==> config.mk <==
export PLATFORM = sky130hd
export DESIGN_NAME = reg_access_master
export DESIGN_NICKNAME = d
export VERILOG_FILES = /design/src/rtl/reg_access_master.sv
export SDC_FILE = /design/constraint.sdc
export NUM_CORES = 1
export LEC_CHECK = 0
export CORE_UTILIZATION = 46
export CTS_CLUSTER_DIAMETER = 150
export DETAILED_ROUTE_END_ITERATION = 6
export GPL_TIMING_DRIVEN = 0
export PLACE_DENSITY = 0.84
export SLEW_MARGIN = 20
export SYNTH_ARGS = -nofsm -noshare
export SYNTH_HDL_FRONTEND = slang
export SYNTH_SLANG_ARGS = --single-unit
export TNS_END_PERCENT = 50
==> constraint.sdc <==
create_clock -name useClk -period 1.7 [get_ports useClk]
set_clock_uncertainty 0.15 [all_clocks]
set_input_delay 0.255 -clock useClk [delete_from_list [all_inputs] [get_ports useClk]]
set_output_delay 0.255 -clock useClk [all_outputs]
set_load 0.02 [all_outputs]
Figure 1. Register map, names as in the netlist (run 1).
Scale bar: 20 um. Other sequential cells in the stronger grey, the rest of the logic in the fainter grey.
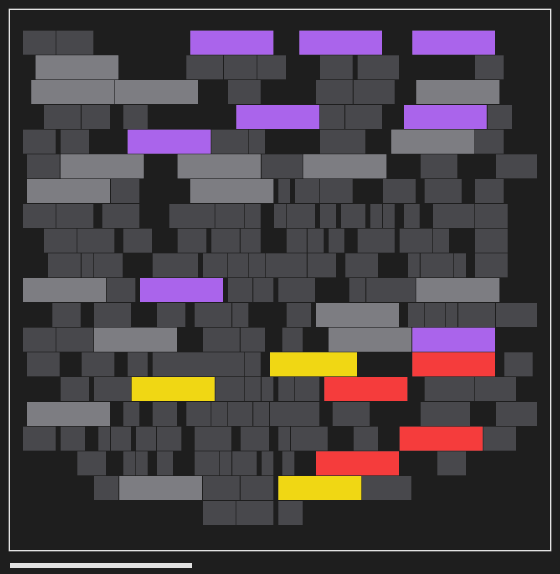
- red: reg_addr (placed flops 4; where bottom right)
- yellow: state (placed flops 3)
- purple: reg_wdata (placed flops 8)
- not coloured: 17
register share of the cell area: 0.368
Seq group: 0.00135 W

Figure 2. Cells by drive strength (run 1).
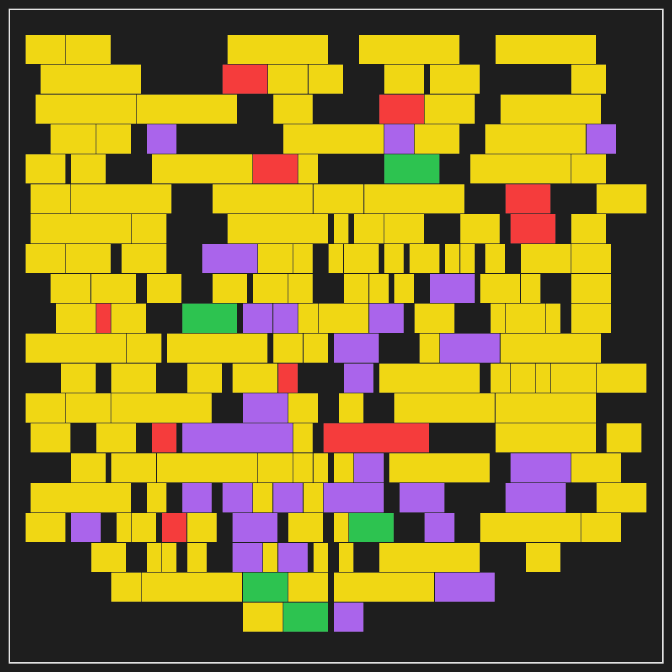
- yellow: drive 1 or less (cells 141; share 77%)
- purple: drive 3 to 4 (cells 28; share 15%)
- red: drive 2 (cells 10; share 5.4%)
- green: drive 6 and up (cells 5; share 2.7%)
layout buffer count excluding clock buffers: 55
synthesis-to-layout area growth: 44.3%
finished layout cell area: 0.00218 mm^2
final worst slack: -86.4 ps

Figure 3. Cell outlines without signal wires (run 1).
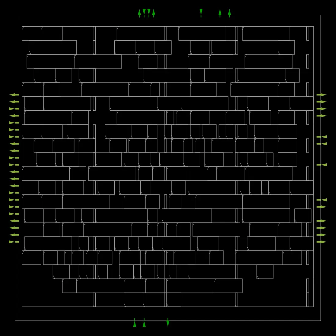
final core utilization: 0.709
tap cells: 44
number of cell rows: 20

==> qor.tcl, run 1 <==
set qor(final_common_cell) {sky130_fd_sc_hd__dfrtp_1}
set qor(setup_slack_ps) -86.4
set qor(tool_warnings) 29
set qor(hold_class) {in2async}
set qor(grt_max_degree) 33
set qor(dp_cells) 214
set qor(worst_ep_required_time_ps) 1290
set qor(routed_wl_mm) 3.35
set qor(layout.comb_gates.multi_input) 84
set qor(setup_viol) 10
set qor(ys_chip_area_mm2) 0.00151
set qor(post-dp-hpwl_mm) 2.32
set qor(pwr-share-comb) 0.558
set qor(tritoncts.num_buffers) 5
set qor(die_height_um) 59.3
set qor(nets) 207
set qor(yosys-top-cells-count) {sky130_fd_sc_hd__dfrtp_1 (32), sky130_fd_sc_hd__mux2_1 (15), sky130_fd_sc_hd__a21oi_1 (10), sky130_fd_sc_hd__nor2_1 (8)}
set qor(stdcell_count) 228
set qor(synth_unique_cells) 32
set qor(synthArstFlopShare) 1.00
set qor(worstPathCellList) {buf_6 > or3_4 > buf_6}
set qor(synthesis.instances) 126
set qor(min_period_ps) 1790
set qor(drt-vias-per-instance) 5.23
set qor(comb_area_um2) 714
set qor(power-top-group) {combinational logic}
set qor(seq_area_um2) 802
set qor(grt.busiest_layer) {met2}
set qor(syn_area_per_cell_um2) 12.0
set qor(antenna_cells) 0
set qor(syn_area_mm2) 0.00151
set qor(track_usage) 0.201
set qor(met1_usage) 0.232
set qor(cts.sink_count) 32
set qor(met2_wirelength_mm) 1.67
set qor(htree_levels) 2
set qor(yosys.area.top_type) {sky130_fd_sc_hd__dfrtp_1}
set qor(status) {finished, violations left}
set qor(gp_congestion) 0.736
set qor(violations) {setup timing}
set qor(layout_worst_path_cycle_share) 1.05
set qor(drt-wirelength-per-cell_um) 14.7
set qor(synth.yosys.seq_area_share) 0.529
set qor(synth-xor-area-share) 0.0108
set qor(first_global_vias) 1189
==> inputs of run 2 (changes only) <==
MAX_ROUTING_LAYER = met4   (was not set)
Figure 4. Register map, names as in the netlist (run 2).
Scale bar: 20 um. Other sequential cells in the stronger grey, the rest of the logic in the fainter grey.
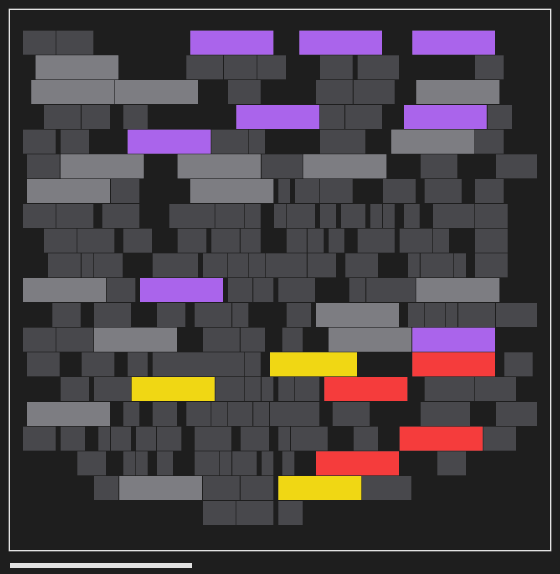
- yellow: state (placed flops 3)
- red: reg_addr (placed flops 4; where bottom right)
- purple: reg_wdata (placed flops 8)
Sequential Area: 802 um^2

Figure 5. Routed clock nets over the placement (run 2).
Scale bar: 20 um.
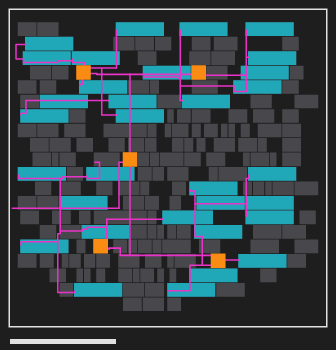
- magenta: clock wires (length 366 um)
- orange: cells driving clock nets (count 5)
- cyan: flip-flops (count 32)
- flops lie: all over the die
- routed clock nets: 6
clock network power share: 0.115
power of the clock network: 0.000475 W
clock network latency to the later pin of the worst-skew pair: 330 ps

Figure 6. Routed metal per tile (run 2).
The die is cut into 12 by 12 equal tiles; dark blue is low, red is high, scaled to the fullest tile. Values are wire area over tile area, all layers added.
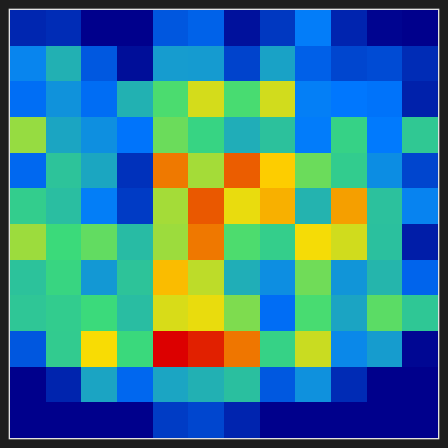
- fullest tile: 0.42
- emptiest ninth of the die: top right
- nearly empty tiles: 12%
- tiles over half the peak: 25%
- densest ninth of the die: middle
wire length after detailed routing: 3.35 mm
global-route total usage across every layer: 0.207
vias: 1193

==> run 2 against run 1 <==
The flow still finishes with violations (setup timing); via count unchanged; synthesized cell count unchanged; register-to-register slack about the same; total power about the same; clock power about the same; hold slack improved by 0.50 ps; wire length unchanged; sequential cell count unchanged; area after synthesis unchanged; global-route usage increased by 0.61 points; sequential share of layout area unchanged.
==> qor.tcl, run 2 <==
set qor(grt_max_degree) 33 ;# unchanged
set qor(dp_cells) 214 ;# unchanged
set qor(seq_group_w) 0.00135 ;# about the same
set qor(utilization) 0.709 ;# unchanged
set qor(drt-wirelength-per-cell_um) 14.7 ;# unchanged
set qor(setup_viol) 10 ;# unchanged
set qor(violations) {setup timing}
set qor(antenna_cells) 0 ;# unchanged
set qor(final_common_cell) {sky130_fd_sc_hd__dfrtp_1}
set qor(area.share.sequential) 0.368 ;# unchanged
set qor(grt.busiest_layer) {met2}
set qor(htree_levels) 2 ;# unchanged
set qor(post-dp-hpwl_mm) 2.32 ;# unchanged
set qor(gp_congestion) 0.745 ;# +1.2%
set qor(status) {finished, violations left}
set qor(setup_slack_ps) -85.8 ;# +0.607 ps
set qor(tritoncts.num_buffers) 5 ;# unchanged
set qor(met2_wirelength_mm) 1.68 ;# about the same
set qor(well_tap_count) 44 ;# unchanged
set qor(stdcell_count) 228 ;# unchanged
set qor(die_height_um) 59.3 ;# unchanged
set qor(synth-xor-area-share) 0.0108 ;# unchanged
set qor(pwr-share-comb) 0.559 ;# about the same
set qor(syn_area_per_cell_um2) 12.0 ;# unchanged
Power is estimated from default activity; no workload was simulated.
